`src/rtl/retire_trace_pkg.sv`:
```
// retire_trace_pkg
// Shared widths, lane/group record types and a lane-select helper for the
// retire trace writer.
//   RET_LANES : number of backend retire lanes
//   RT_W      : destination register index width
//   DATA_W    : per-lane result data width
//   SEQ_W     : trace record sequence number width
//   LANE_W    : width of a lane index (0..RET_LANES-1)
package retire_trace_pkg;

  localparam int RET_LANES = 9;
  localparam int RT_W      = 6;
  localparam int DATA_W    = 65;
  localparam int SEQ_W     = 16;
  localparam int LANE_W    = 4;

  // One retired lane as it appears in a trace record.
  typedef struct packed {
    logic [RT_W-1:0]   rT;
    logic [DATA_W-1:0] data;
  } lane_rec_t;

  // A whole retire group: the lanes that actually retired plus every lane payload.
  typedef struct packed {
    logic [RET_LANES-1:0]                mask;
    lane_rec_t [RET_LANES-1:0]           lanes;
  } ret_grp_t;

  // Index of the lowest set bit; 0 when the mask is empty.
  function automatic logic [LANE_W-1:0] lowestLane(input logic [RET_LANES-1:0] m);
    lowestLane = '0;
    for (int i = RET_LANES - 1; i >= 0; i--) begin
      if (m[i]) lowestLane = LANE_W'(i);
    end
  endfunction

endpackage

```
`src/rtl/retire_trace_writer_if.sv`:
```
// retire_trace_writer_if
// Bundles the backend retire group inputs, the serialized trace record
// outputs and the sticky status flags.
//   master : the backend/consumer side (drives retire group and out_ready)
//   slave  : the trace writer itself
interface retire_trace_writer_if;
  import retire_trace_pkg::*;

  logic                             retM_retire;
  logic [RET_LANES-1:0]             retM_xbreak;
  logic [RET_LANES-1:0]             ret_en;
  logic [RET_LANES-1:0][RT_W-1:0]   ret_rT;
  logic [RET_LANES-1:0][DATA_W-1:0] ret_data;
  logic                             retire_stall;

  logic                             out_valid;
  logic                             out_ready;
  logic [RT_W-1:0]                  out_rT;
  logic [DATA_W-1:0]                out_data;
  logic [LANE_W-1:0]                out_lane;
  logic                             out_last;
  logic [SEQ_W-1:0]                 out_seq;

  logic                             overflow;
  logic                             hang;

  modport master (
    output retM_retire, retM_xbreak, ret_en, ret_rT, ret_data, out_ready,
    input  retire_stall, out_valid, out_rT, out_data, out_lane, out_last,
           out_seq, overflow, hang
  );

  modport slave (
    input  retM_retire, retM_xbreak, ret_en, ret_rT, ret_data, out_ready,
    output retire_stall, out_valid, out_rT, out_data, out_lane, out_last,
           out_seq, overflow, hang
  );

endinterface

```
`src/rtl/retire_grp_fifo.sv`:
```
// retire_grp_fifo
// DEPTH-entry FIFO of whole retire groups.
//   clk, rst : clock, synchronous active-high reset (clears pointers only)
//   i_push   : write i_data when not full
//   i_pop    : advance the head when not empty
//   o_head   : current head group (meaningless while o_empty)
//   o_full   : no free entry; a push is ignored even if a pop happens this cycle
//   o_empty  : no entry held
module retire_grp_fifo
  import retire_trace_pkg::*;
#(
  parameter int DEPTH = 4
) (
  input  logic     clk,
  input  logic     rst,
  input  logic     i_push,
  input  ret_grp_t i_data,
  input  logic     i_pop,
  output ret_grp_t o_head,
  output logic     o_full,
  output logic     o_empty
);

  localparam int PTR_W = $clog2(DEPTH);

  logic [PTR_W:0] r_wptr;
  logic [PTR_W:0] r_rptr;
  ret_grp_t       r_mem [DEPTH];

  // The extra top pointer bit tells a wrapped-full FIFO apart from an empty one.
  assign o_full  = (r_wptr[PTR_W] != r_rptr[PTR_W]) &&
                   (r_wptr[PTR_W-1:0] == r_rptr[PTR_W-1:0]);
  assign o_empty = (r_wptr == r_rptr);
  assign o_head  = r_mem[r_rptr[PTR_W-1:0]];

  always_ff @(posedge clk) begin
    if (rst) begin
      r_wptr <= '0;
      r_rptr <= '0;
    end else begin
      if (i_push && !o_full)  r_wptr <= r_wptr + (PTR_W+1)'(1);
      if (i_pop  && !o_empty) r_rptr <= r_rptr + (PTR_W+1)'(1);
    end
  end

  // Storage is not reset: entries are only visible between the pointers.
  always_ff @(posedge clk) begin
    if (i_push && !o_full) r_mem[r_wptr[PTR_W-1:0]] <= i_data;
  end

endmodule

```
`src/rtl/retire_trace_writer.sv`:
```
// retire_trace_writer
// Captures each cycle's retire group into a small group FIFO and serializes
// it into one trace record per retired lane, lowest lane first.
//   clk, rst : clock, synchronous active-high reset
//   bus      : retire_trace_writer_if.slave
//              in : retM_retire, retM_xbreak, ret_en, ret_rT, ret_data, out_ready
//              out: retire_stall, out_valid, out_rT, out_data, out_lane,
//                   out_last, out_seq, overflow, hang
//   DEPTH      : group FIFO entries (power of 2, >= 2)
//   HANG_LIMIT : consecutive no-push cycles that raise hang
module retire_trace_writer
  import retire_trace_pkg::*;
#(
  parameter int DEPTH      = 4,
  parameter int HANG_LIMIT = 2000
) (
  input logic                  clk,
  input logic                  rst,
  retire_trace_writer_if.slave bus
);

  localparam int CNT_W = $clog2(HANG_LIMIT + 1);

  logic [RET_LANES-1:0] w_mask;
  logic                 w_push;
  logic                 w_full;
  logic                 w_empty;
  logic                 w_valid;
  logic                 w_accept;
  logic                 w_last;
  logic [RET_LANES-1:0] w_curMask;
  logic [RET_LANES-1:0] w_remNext;
  logic [LANE_W-1:0]    w_lane;
  lane_rec_t            w_rec;
  ret_grp_t             w_grpIn;
  ret_grp_t             w_head;
  logic [CNT_W-1:0]     w_hangNext;

  logic [RET_LANES-1:0] r_remMask;
  logic [SEQ_W-1:0]     r_seq;
  logic [CNT_W-1:0]     r_hangCnt;
  logic                 r_overflow;
  logic                 r_hang;

  assign w_mask = bus.ret_en & ~bus.retM_xbreak & {RET_LANES{bus.retM_retire}};
  assign w_push = (|w_mask) & ~w_full;

  always_comb begin
    w_grpIn      = '0;
    w_grpIn.mask = w_mask;
    for (int i = 0; i < RET_LANES; i++) begin
      w_grpIn.lanes[i].rT   = bus.ret_rT[i];
      w_grpIn.lanes[i].data = bus.ret_data[i];
    end
  end

  retire_grp_fifo #(.DEPTH(DEPTH)) u_fifo (
    .clk     (clk),
    .rst     (rst),
    .i_push  (w_push),
    .i_data  (w_grpIn),
    .i_pop   (w_accept & w_last),
    .o_head  (w_head),
    .o_full  (w_full),
    .o_empty (w_empty)
  );

  // A zero remaining mask means the head group has not been started yet, so
  // its full mask is used directly; this is what lets a new group follow the
  // previous one's last record with no bubble.
  assign w_curMask = (r_remMask != '0) ? r_remMask : w_head.mask;
  assign w_lane    = lowestLane(w_curMask);
  assign w_rec     = w_head.lanes[w_lane];
  assign w_remNext = w_curMask & (w_curMask - RET_LANES'(1));
  assign w_last    = (w_remNext == '0);
  assign w_valid   = ~w_empty & ~rst;
  assign w_accept  = w_valid & bus.out_ready;

  // Serializer progress and record sequence number.
  always_ff @(posedge clk) begin
    if (rst) begin
      r_remMask <= '0;
      r_seq     <= '0;
    end else if (w_accept) begin
      r_seq     <= r_seq + SEQ_W'(1);
      r_remMask <= w_last ? '0 : w_remNext;
    end
  end

  // Watchdog and drop detection; both flags stay set until reset.
  assign w_hangNext = w_push ? '0 :
                      (r_hangCnt == CNT_W'(HANG_LIMIT)) ? r_hangCnt :
                      r_hangCnt + CNT_W'(1);

  always_ff @(posedge clk) begin
    if (rst) begin
      r_hangCnt  <= '0;
      r_hang     <= 1'b0;
      r_overflow <= 1'b0;
    end else begin
      r_hangCnt <= w_hangNext;
      if (w_hangNext == CNT_W'(HANG_LIMIT)) r_hang <= 1'b1;
      if ((|w_mask) && w_full)              r_overflow <= 1'b1;
    end
  end

  assign bus.retire_stall = w_full & ~rst;
  assign bus.out_valid    = w_valid;
  assign bus.out_rT       = w_valid ? w_rec.rT   : '0;
  assign bus.out_data     = w_valid ? w_rec.data : '0;
  assign bus.out_lane     = w_valid ? w_lane     : '0;
  assign bus.out_last     = w_valid & w_last;
  assign bus.out_seq      = r_seq;
  assign bus.overflow     = r_overflow;
  assign bus.hang         = r_hang;

endmodule

```
`src/flat_wrapper.sv`:
```
// flat-port wrapper written by rule: the top's interface ports become plain ports
module retire_trace_writer_flat import retire_trace_pkg::*;
#(
  parameter int DEPTH      = 4,
  parameter int HANG_LIMIT = 2000
)
  (clk, rst, bus_retM_retire, bus_retM_xbreak, bus_ret_en, bus_ret_rT, bus_ret_data, bus_out_ready, bus_retire_stall, bus_out_valid, bus_out_rT, bus_out_data, bus_out_lane, bus_out_last, bus_out_seq, bus_overflow, bus_hang);
  retire_trace_writer_if bus_i ();
  input logic clk;
  input logic rst;
  input wire logic [$bits(bus_i.retM_retire)-1:0] bus_retM_retire;
  input wire logic [$bits(bus_i.retM_xbreak)-1:0] bus_retM_xbreak;
  input wire logic [$bits(bus_i.ret_en)-1:0] bus_ret_en;
  input wire logic [$bits(bus_i.ret_rT)-1:0] bus_ret_rT;
  input wire logic [$bits(bus_i.ret_data)-1:0] bus_ret_data;
  input wire logic [$bits(bus_i.out_ready)-1:0] bus_out_ready;
  output wire logic [$bits(bus_i.retire_stall)-1:0] bus_retire_stall;
  output wire logic [$bits(bus_i.out_valid)-1:0] bus_out_valid;
  output wire logic [$bits(bus_i.out_rT)-1:0] bus_out_rT;
  output wire logic [$bits(bus_i.out_data)-1:0] bus_out_data;
  output wire logic [$bits(bus_i.out_lane)-1:0] bus_out_lane;
  output wire logic [$bits(bus_i.out_last)-1:0] bus_out_last;
  output wire logic [$bits(bus_i.out_seq)-1:0] bus_out_seq;
  output wire logic [$bits(bus_i.overflow)-1:0] bus_overflow;
  output wire logic [$bits(bus_i.hang)-1:0] bus_hang;
  assign bus_i.retM_retire = bus_retM_retire;
  assign bus_i.retM_xbreak = bus_retM_xbreak;
  assign bus_i.ret_en = bus_ret_en;
  assign bus_i.ret_rT = bus_ret_rT;
  assign bus_i.ret_data = bus_ret_data;
  assign bus_i.out_ready = bus_out_ready;
  assign bus_retire_stall = bus_i.retire_stall;
  assign bus_out_valid = bus_i.out_valid;
  assign bus_out_rT = bus_i.out_rT;
  assign bus_out_data = bus_i.out_data;
  assign bus_out_lane = bus_i.out_lane;
  assign bus_out_last = bus_i.out_last;
  assign bus_out_seq = bus_i.out_seq;
  assign bus_overflow = bus_i.overflow;
  assign bus_hang = bus_i.hang;
  retire_trace_writer #(.DEPTH(DEPTH), .HANG_LIMIT(HANG_LIMIT)) u_core (.clk(clk), .rst(rst), .bus(bus_i));
endmodule
```
`config.mk`:
```
export PLATFORM = sky130hd
export DESIGN_NAME = retire_trace_writer_flat
export DESIGN_NICKNAME = d
export VERILOG_FILES = /design/src/rtl/retire_trace_pkg.sv /design/src/rtl/retire_trace_writer_if.sv /design/src/rtl/retire_grp_fifo.sv /design/src/rtl/retire_trace_writer.sv /design/src/flat_wrapper.sv
export SDC_FILE = /design/constraint.sdc
export NUM_CORES = 2
export LEC_CHECK = 0
export ABC_AREA = 1
export CAP_MARGIN = 20
export CORE_ASPECT_RATIO = 1.2
export CORE_UTILIZATION = 45
export CTS_BUF_LIST = sky130_fd_sc_hd__clkbuf_16
export CTS_CLUSTER_DIAMETER = 80
export DETAILED_ROUTE_END_ITERATION = 6
export GPL_TIMING_DRIVEN = 0
export HOLD_SLACK_MARGIN = 0.12
export PLACE_DENSITY = 0.69
export SYNTH_ARGS = -nofsm -noshare
export SYNTH_HDL_FRONTEND = slang
export SYNTH_SLANG_ARGS = --single-unit
```
`constraint.sdc`:
```
create_clock -name clk -period 43.2 [get_ports clk]
set_input_delay 12.96 -clock clk [delete_from_list [all_inputs] [get_ports clk]]
set_output_delay 12.96 -clock clk [all_outputs]
set_load 0.01 [all_outputs]
```
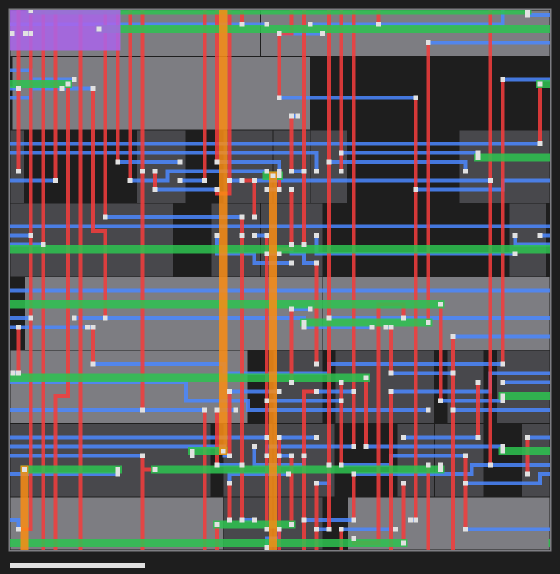
Fig. 1. A small window of the routed layout.
Bar = 5 um. Region (321, 387) to (341, 407) um. Cells in gray, sequential cells in the stronger gray; small squares are vias.
Green shows M3. Purple shows M5. Red shows M2. Blue shows M1. Orange shows M4.
29 logic cells have their middle in the window. Netlist names of flops here include u_core.u_fifo.r_mem (8). Sequential cells in the window: 8. Most frequent: edfxtp_1 (8), nand3_1 (5).

==> flow_summary_export.csv <==
group,metric,value,unit
routing,wl,385.5,mm
finish,area_delta_synth_final,22.02,%
power,power_switching_share,38.49,%
finish,seq_cells,2637,
synthesis,synth_cell_type_count,38,
clocking,cts_tree,"built",
timing,setup_viol,0,
global_routing,grt_pass1_vias,73210,
finish,clkbuf_count,278,
power,comb_cell_power,2.78,mW
clocking,cts_hold_buf,0,
routing,drt-pass1-iter-count,7,
global_routing,gr-total-overflow,0,
floorplan,io_pins,757,
finish,comb_cells,4798,
routing,drc_errors,3,
finish,nNetsFinal,9998,
synthesis,yosysTopAreaCell,"edfxtp_1",
outcome,outcome,"finished with violations",
worst_setup_path,worstPathArrival,17000,ps
placement,dp_hpwl,274.9,mm
worst_setup_path,worstPathMaxFanout,10,
placement,io_buffers,754,
worst_setup_path,cp-startpoint,"rst",
min_path,whs_endpoint,"u_core.bus.out_seq[15]",
clocking,numCtsBuffers,271,
finish,largest_class,"sequential cells",
power,p_leak,43.24,nW
min_path,worstHoldStart,"u_core.bus.out_seq[15]",
synthesis,ys_cells,8171,
clocking,cts.sinks,2637,
finish,final-nonclk-buf-share,10.04,%
min_path,holdCritPathClass,"flip-flop to flip-flop",
finish,sh_comb_area,17.80,%
power,clkPwrFrac,27.7,%
global_routing,grt_pass1_wl,525.9,mm
worst_setup_path,crit_type,"input port to output port",
timing,hold_viol_final,0,
worst_setup_path,cp.required,30240,ps
power,p_int,5.076,mW
clocking,post_cts_buffers,0,
synthesis,synth_cells,8171,
timing,rsz0062_at_grt,"false",
worst_setup_path,reg2reg_to,"u_core.u_fifo.r_mem[0][399]",
clocking,cts_max_level,5,
synthesis,yosys-top-cells-count,"2,592 x edfxtp_1, 1,321 x nor2_1, 1,280 x o21ai_0",
timing,slew_headroom,20.13,%
finish,drive_above_1_share,6.959,%
routing,ant_nets,0,
timing,finalClockPeriodUsage,69.34,%
routing,vias_per_cell,6.113,
clocking,clk_pin_slew,60,ps
finish,signal_buffers,1485,
global_routing,antenna_found_initial,216,
power,power,8.253,mW
floorplan,die_height,529.6,um
floorplan,fp_util,45.31,%
worst_setup_path,endpoint,"bus_out_data[13]",
floorplan,rows,193,
routing,drt_iter0_drc,11600,
global_routing,gr-usage-all-layers,31.67,%
synthesis,yosys_warnings,0,
finish,clkCellAreaFrac,6.673,%
finish,largest_reg_flops,2592,
worst_setup_path,worst_r2r_path_depth,16,
worst_setup_path,rrSetupSlack,38870,ps
routing,num_vias,77620,
timing,clock_skew,42.83,ps
synthesis,netlist_area,104400,sq um
timing,fin_tns_setup,0,ps
finish,seq_area,78740,sq um
outcome,violations,"DRC",
placement,place_area,118500,sq um
finish,antenna_cells,149,
power,switchingPower,3.177,mW
min_path,hold_depth,2,
synthesis,synthFlopType,"edfxtp_1",
placement,gp_congestion,0.9642,
clocking,clk_latency,850,ps
floorplan,die_x,441.6,um
run,tool_warnings,31,
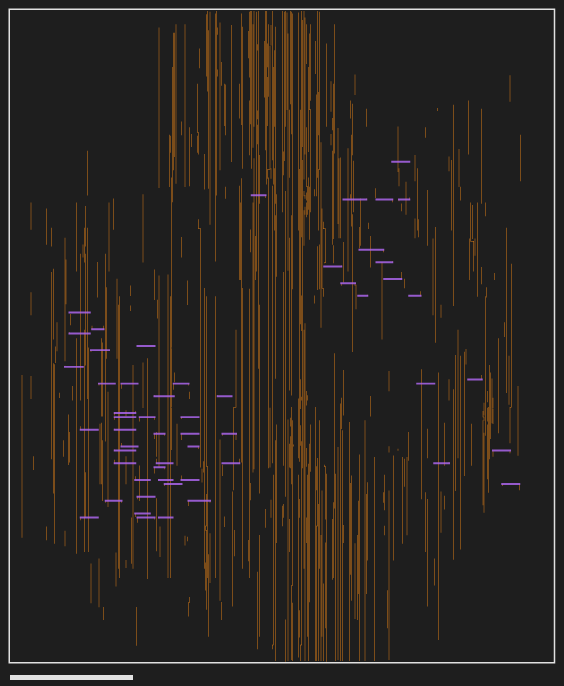
Fig. 2. Signal wires by layer.
Bar = 100 um. Only two layers are drawn.
Purple shows M5, wire length 723 um. Orange shows M4, wire length 29.2 mm.

-- layer usage --
metal	up-vias	GRT usage (%)	routed length, um
li1	32790	-	-
met2	5526	48.36	176300
met4	110	22.86	29220
met5	-	0	722
met1	38210	38.44	131500
met3	982	9.442	47710
-- kinds of logic (layout without fill, tap and decap cells) --
family | count (synthesis) | in the layout | synth area share, %
compound gates | 1982 | 1982 | 10.34
xor+xnor | 12 | 12 | 0.1007
fa+ha+maj | 8 | 8 | 0.09591
buf+inv | 736 | 2092 | 2.876
flops | 2637 | 2637 | 75.44
other cells | 0 | 149 | 0
simple gates | 2796 | 2796 | 11.15
-- metrics by stage --
step,hold slack [ps],cells
2_1_floorplan,443.0,8171
3_3_place_gp,453.8,11950
3_5_place_dp,460.6,12080
4_1_cts,475.2,12550
5_1_grt,493.0,12640
6_report,466.7,12700
-- placed cells by master (no fill, tap or decap), types with 9 or more instances in the layout --
master and n:
bufinv_16 21, inv_2 13, o21ai_0 1280, clkbuf_16 278, clkinv_2 36, buf_6 9
a21oi_1 48, edfxtp_1 2592, buf_8 11, nor2_1 1317, dfxtp_1 45, diode_2 149
buf_12 98, nor3_1 10, clkbuf_1 431, clkinv_1 62, nand4_1 10, clkbuf_2 15
buf_2 109, inv_6 10, nand3_1 833, o22ai_1 627, inv_1 168, a32o_1 13
nand2_1 606, clkdlybuf4s50_1 754, buf_16 22, buf_1 28
-- critical path, cell delays in order --
cell	delay, ps
clkbuf_1	330
inv_1	230
nand2_1	680
clkinv_1	560
nand2_1	670
buf_2	350
nand2_1	270
nand2_1	210
inv_1	160
clkdlybuf4s50_1	520
No activity file was given, so power comes from the tool's default toggle rates.
